--- src/rtl/rect_fill_controller_pkg.sv ---
// Shared video definitions: bus opcodes, default bitmap geometry and the bus
// record, reused by the video card and by the rectangle fill engine.
package rect_fill_controller_pkg;

  localparam int VID_IN_WIDTH  = 320;
  localparam int VID_IN_HEIGHT = 240;

  localparam logic [1:0] VID_OP_NONE  = 2'b00;
  localparam logic [1:0] VID_OP_X     = 2'b01;
  localparam logic [1:0] VID_OP_Y     = 2'b10;
  localparam logic [1:0] VID_OP_PIXEL = 2'b11;

  typedef enum logic [2:0] {
    ST_IDLE,
    ST_SET_Y,
    ST_SET_X,
    ST_PUT,
    ST_DONE
  } fill_state_e;

  typedef struct packed {
    logic [1:0]  opcode;
    logic        we;
    logic [31:0] data;
  } vid_bus_t;

  // Exclusive end coordinate of a span, clipped to the bitmap edge.
  // The sum is 10 bits wide so org+len never wraps.
  function automatic logic [9:0] clip_end(input logic [8:0] org,
                                          input logic [8:0] len,
                                          input logic [9:0] lim);
    logic [9:0] sum;
    sum = {1'b0, org} + {1'b0, len};
    return (sum > lim) ? lim : sum;
  endfunction

endpackage

--- src/rtl/rect_fill_controller_video_bus_mux.sv ---
// Video bus arbiter: the CPU owns the bus while the engine is idle, the
// engine owns it otherwise. CPU writes attempted while the engine owns the
// bus are stalled and dropped, never queued.
module video_bus_mux
  import rect_fill_controller_pkg::*;
(
  input  logic     engine_sel,
  input  vid_bus_t cpu_bus,
  input  vid_bus_t eng_bus,
  output vid_bus_t vid_bus,
  output logic     cpu_stall
);

  // Pure combinational select so the CPU path has no added latency in idle.
  always_comb begin
    vid_bus   = engine_sel ? eng_bus : cpu_bus;
    cpu_stall = engine_sel & cpu_bus.we;
  end

endmodule

--- src/rtl/rect_fill_controller.sv ---
// Rectangle fill engine: walks the clipped rectangle row by row, issuing
// Y, then (X, pixel) pairs to the video card, and hands the bus back to the
// CPU when finished.
module rect_fill_controller
  import rect_fill_controller_pkg::*;
#(
  parameter int IN_WIDTH  = VID_IN_WIDTH,
  parameter int IN_HEIGHT = VID_IN_HEIGHT
) (
  input  logic        CLK_mips,
  input  logic        RST,
  input  logic        start,
  input  logic [8:0]  x0,
  input  logic [8:0]  y0,
  input  logic [8:0]  w,
  input  logic [8:0]  h,
  input  logic [1:0]  color,
  output logic        busy,
  output logic        done,
  input  logic [1:0]  cpu_opcode,
  input  logic        cpu_WE,
  input  logic [31:0] cpu_write_data,
  output logic        cpu_stall,
  output logic [1:0]  vid_opcode,
  output logic        vid_WE,
  output logic [31:0] vid_write_data
);

  localparam logic [9:0] W_LIM = 10'(IN_WIDTH);
  localparam logic [9:0] H_LIM = 10'(IN_HEIGHT);

  fill_state_e state_q, state_d;
  logic [8:0]  cx_q, cx_d;
  logic [8:0]  cy_q, cy_d;
  logic [8:0]  x_org_q, x_org_d;   // row restart column
  logic [9:0]  x_end_q, x_end_d;
  logic [9:0]  y_end_q, y_end_d;
  logic [1:0]  color_q, color_d;

  vid_bus_t cpu_bus, eng_bus, vid_bus;
  logic     empty_rect;

  assign empty_rect = (w == 9'd0) || (h == 9'd0) ||
                      ({1'b0, x0} >= W_LIM) || ({1'b0, y0} >= H_LIM);

  // Next-state, counter update and engine bus drive, all decoded from state.
  always_comb begin
    state_d = state_q;
    cx_d    = cx_q;
    cy_d    = cy_q;
    x_org_d = x_org_q;
    x_end_d = x_end_q;
    y_end_d = y_end_q;
    color_d = color_q;
    eng_bus = '{opcode: VID_OP_NONE, we: 1'b0, data: 32'h0};
    case (state_q)
      ST_IDLE: begin
        if (start) begin
          color_d = color;
          cx_d    = x0;
          cy_d    = y0;
          x_org_d = x0;
          x_end_d = clip_end(x0, w, W_LIM);
          y_end_d = clip_end(y0, h, H_LIM);
          state_d = empty_rect ? ST_DONE : ST_SET_Y;
        end
      end
      ST_SET_Y: begin
        eng_bus = '{opcode: VID_OP_Y, we: 1'b1, data: {23'h0, cy_q}};
        state_d = ST_SET_X;
      end
      ST_SET_X: begin
        eng_bus = '{opcode: VID_OP_X, we: 1'b1, data: {23'h0, cx_q}};
        state_d = ST_PUT;
      end
      ST_PUT: begin
        eng_bus = '{opcode: VID_OP_PIXEL, we: 1'b1, data: {30'h0, color_q}};
        if (({1'b0, cx_q} + 10'd1) < x_end_q) begin
          cx_d    = cx_q + 9'd1;
          state_d = ST_SET_X;
        end else if (({1'b0, cy_q} + 10'd1) < y_end_q) begin
          cy_d    = cy_q + 9'd1;
          cx_d    = x_org_q;
          state_d = ST_SET_Y;
        end else begin
          state_d = ST_DONE;
        end
      end
      ST_DONE: state_d = ST_IDLE;
      default: state_d = ST_IDLE;
    endcase
  end

  // State and counter registers; reset aborts any fill in progress at once.
  always_ff @(posedge CLK_mips or posedge RST) begin
    if (RST) begin
      state_q <= ST_IDLE;
      cx_q    <= '0;
      cy_q    <= '0;
      x_org_q <= '0;
      x_end_q <= '0;
      y_end_q <= '0;
      color_q <= '0;
    end else begin
      state_q <= state_d;
      cx_q    <= cx_d;
      cy_q    <= cy_d;
      x_org_q <= x_org_d;
      x_end_q <= x_end_d;
      y_end_q <= y_end_d;
      color_q <= color_d;
    end
  end

  // Status outputs are pure decodes of the state register.
  always_comb begin
    busy = (state_q != ST_IDLE);
    done = (state_q == ST_DONE);
  end

  assign cpu_bus = '{opcode: cpu_opcode, we: cpu_WE, data: cpu_write_data};

  video_bus_mux u_mux (
    .engine_sel (busy),
    .cpu_bus    (cpu_bus),
    .eng_bus    (eng_bus),
    .vid_bus    (vid_bus),
    .cpu_stall  (cpu_stall)
  );

  assign vid_opcode     = vid_bus.opcode;
  assign vid_WE         = vid_bus.we;
  assign vid_write_data = vid_bus.data;

endmodule

--- config.mk ---
export PLATFORM = sky130hd
export DESIGN_NAME = rect_fill_controller
export DESIGN_NICKNAME = d
export VERILOG_FILES = /design/src/rtl/rect_fill_controller_pkg.sv /design/src/rtl/rect_fill_controller_video_bus_mux.sv /design/src/rtl/rect_fill_controller.sv
export SDC_FILE = /design/constraint.sdc
export NUM_CORES = 1
export LEC_CHECK = 0
export ABC_AREA = 1
export CAP_MARGIN = 10
export CORE_UTILIZATION = 40
export DETAILED_ROUTE_END_ITERATION = 12
export GPL_TIMING_DRIVEN = 0
export PLACE_DENSITY = 0.67
export SLEW_MARGIN = 10
export SYNTH_ARGS = -nofsm -noshare
export SYNTH_HDL_FRONTEND = slang
export SYNTH_SLANG_ARGS = --single-unit
--- constraint.sdc ---
create_clock -name CLK_mips -period 2.68 [get_ports CLK_mips]
set_input_delay 0.402 -clock CLK_mips [delete_from_list [all_inputs] [get_ports CLK_mips]]
set_output_delay 0.402 -clock CLK_mips [all_outputs]
set_load 0.05 [all_outputs]
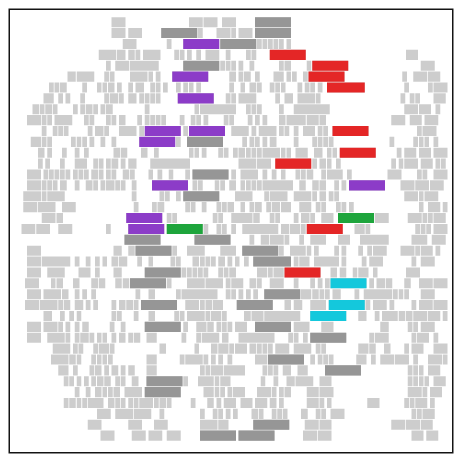
**Above:** where the registers sit.
Drawn at 4 px/µm. Other sequential cells in the stronger gray, the rest of the logic in the fainter gray.
red -> cx_q  # sequential cells 9
green -> color_q  # sequential cells 2
purple -> x_end_q  # sequential cells 10
cyan -> state_q  # sequential cells 3
not colored = 28
Flop area: 1300 µm²
power of the sequential group: 1.40 mW
Final Core Density: 55.3%

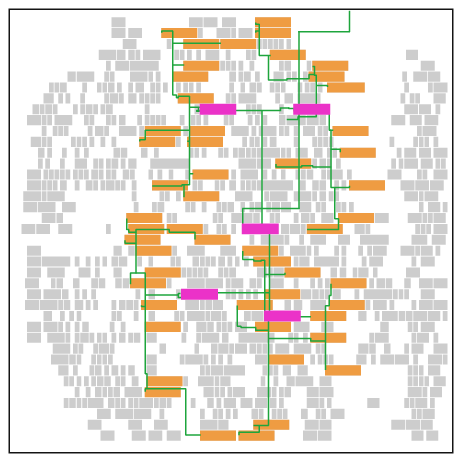
**Above:** clock distribution.
Drawn at 4 px/µm.
magenta -> clock drivers  # count 5
green -> clock wires  # length 652 µm
orange -> flip-flops  # count 52
routed clock nets = 6
Layout Skew: 5.65 ps
Clk pwr share: 10.3%
Clk power: 0.646 mW
clock latency at the later pin of the worst-skew pair: 290 ps

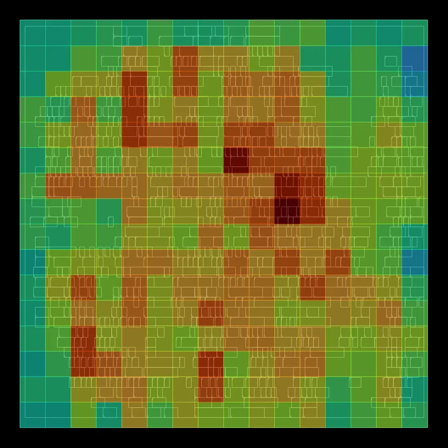
**Above:** track usage over the die.
WL/cell: 13.1 µm
M1 GR Usage: 28.9%
met3 Use GR: 3.13%
met2 usage: 39.1%
Top Usage Layer GRT: met2

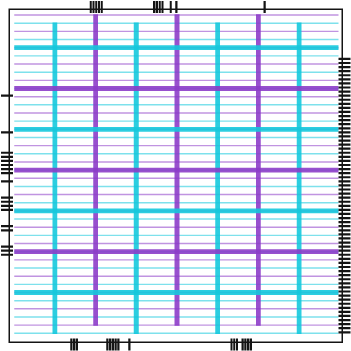
**Above:** PDN straps and rails.
Drawn at 3 px/µm. Pins as bars on the die edge.
cyan -> VSS
purple -> VDD
signal pins = 114
rows = 39
met1 rails = 40
met4 straps = 7
met5 straps = 7

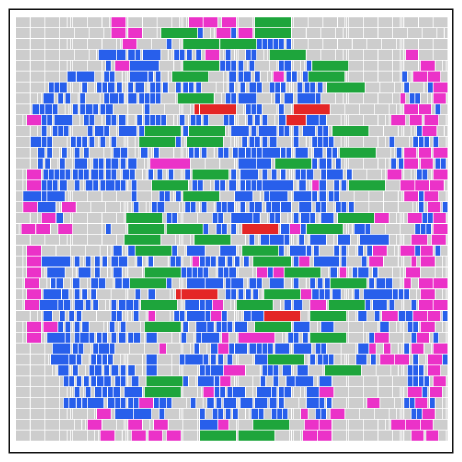
**Above:** placement by cell class.
Drawn at 4 px/µm. Fill, decap, tap and diode cells in gray.
red -> clock drivers and dummy loads  # cells 8
blue -> combinational and other logic  # cells 683
magenta -> remaining buffers and delay cells  # cells 137
green -> sequential cells  # cells 52
flop share of the area: 20.6%
FP Rows: 39
final instance area: 6340 µm²
core area: 11500 µm²

## how the worst max path moves through the flow
stage | from | end | slack (ps) | depth (start not counted)
CTS | cy_q[1] | cy_q[8] | 20 | 19
floorplan | cy_q[0] | cy_q[8] | 320 | 19
global placement | cy_q[0] | cy_q[8] | -80 | 19
global route | cy_q[0] | cy_q[6] | -60 | 19
detailed placement | cy_q[0] | cy_q[8] | -150 | 19
finish | cy_q[0] | cy_q[3] | 120 | 18
## worst max-delay path, delay by kind of cell (launching register included)
kind | cells | cell delay (ps)
and+or+nand+nor | 11 | 1130
AOI/OAI and AO/OA | 2 | 100
DFF | 1 | 390
adders and majority gates | 2 | 480
buffers and inverters | 3 | 330
## sequential cells by signal, indices dropped and copies added (netlist names)
signal,count
y_end_q,10
cx_q,9
x_org_q,9
x_end_q,10
state_q,3
color_q,2
cy_q,9
==> results.json <==
{
  "nNonClkBuffers": 137,
  "hold_path.startpoint": "x_org_q[6]",
  "n_fill_cell": 1166,
  "cts_hold_buf": 0,
  "buf_share_pct": 20.3,
  "start_kind": "register",
  "fin_cells": 1023,
  "p_seq_share_pct": 22.2,
  "final_common_cell": "nand2_1",
  "place_ws_ps": -149,
  "switching_power_mw": 3.39,
  "ff_count": 52,
  "syn-cell-area_um2": 4710,
  "htree_num_levels": 2,
  "place_congestion": 0.861,
  "yosysSeqAreaShare_pct": 27.6,
  "cts_buffer_depth": 2,
  "ys.flops": 52,
  "dr_total_vias": 5049,
  "avgSynthCellArea_um2": 6.31,
  "wl_met2_mm": 6.35,
  "min_to": "x_org_q[6]",
  "die_w_um": 110,
  "status": "finished, final reports clean",
  "overflow": 0,
  "synth_stat.cells": 746,
  "sh_comb_area_pct": 46.3,
  "ff_type": "dfrtp_1",
  "grt_max_degree": 32,
  "min_path_cells": 2,
  "r2r_cells": 18,
  "ys_area_um2": 4710,
  "syn2layout_area_growth_pct": 34.7,
  "crit_required_ps": 2860,
  "netlist_instances": 746,
  "worst_pin_slew_ps": 707,
  "ys_warn_count": 0,
  "pin_count": 114,
  "ys_sh_simple_pct": 40.4,
  "maxUsedRoutingLayer": "met4",
  "area.combinational_um2": 2940,
  "clock_cell_area_share_pct": 2.31,
  "numPortBuffers": 113,
  "min_period_ps": 2560,
  "ys_sh_xor_pct": 1.49,
  "r2r_slack_ps": 120,
  "antenna_left": 0,
  "grt_pass1_vias": 4793,
  "nMultiInputCombCells": 556,
  "met1Wirelength_mm": 6.00,
  "chipHeight_um": 110,
  "worst_hold_slack_ps": 472,
  "adder_share_pct": 10.9,
  "top_cells_by_count": "nand2_1 (290), inv_1 (119), nor2_1 (74)",
  "dp_hpwl_mm": 10.9,
  "ys_types": 39,
  "clk_pin_slew_ps": 70,
  "worst-setup-path-type": "reg -> reg",
  "layout_top_cells": "nand2_1 (288), inv_1 (118), clkdlybuf4s50_1 (82)",
  "vdd_drop_max_mv": 0.700,
  "period_used_pct": 95.7,
  "cts_num_sinks": 52,
  "drive_gt1_share_pct": 9.43,
  "endpoint_kind": "register",
  "nets": 995,
  "fmax_ghz": 0.390,
  "nWellTaps": 143,
  "area_leaders": "dfrtp_1 (28%), nand2_1 (23%), ha_1 (10%)",
  "comb_power_share_pct": 67.5,
  "grt_pass1_wl_mm": 22.5,
  "synthesis.nets": 862,
  "placed_cells": 1003,
  "cts_root_buf": "clkbuf_16",
  "power.share.switching_pct": 53.8,
  "regToRegStartpoint": "cy_q[0]",
  "worstPathArrival_ps": 2740,
  "warning_count": 26,
  "critPathMaxStageDelay_ps": 390,
  "cp_max_fo": 7,
  "maxSlewHeadroom_pct": 52.8,
  "async_flop_share_pct": 100,
  "yosys.area.top_type": "dfrtp_1",
  "num-clock-buffers": 8,
  "grt_use_total_pct": 22.3
}
Power and IR drop assume default switching activity.
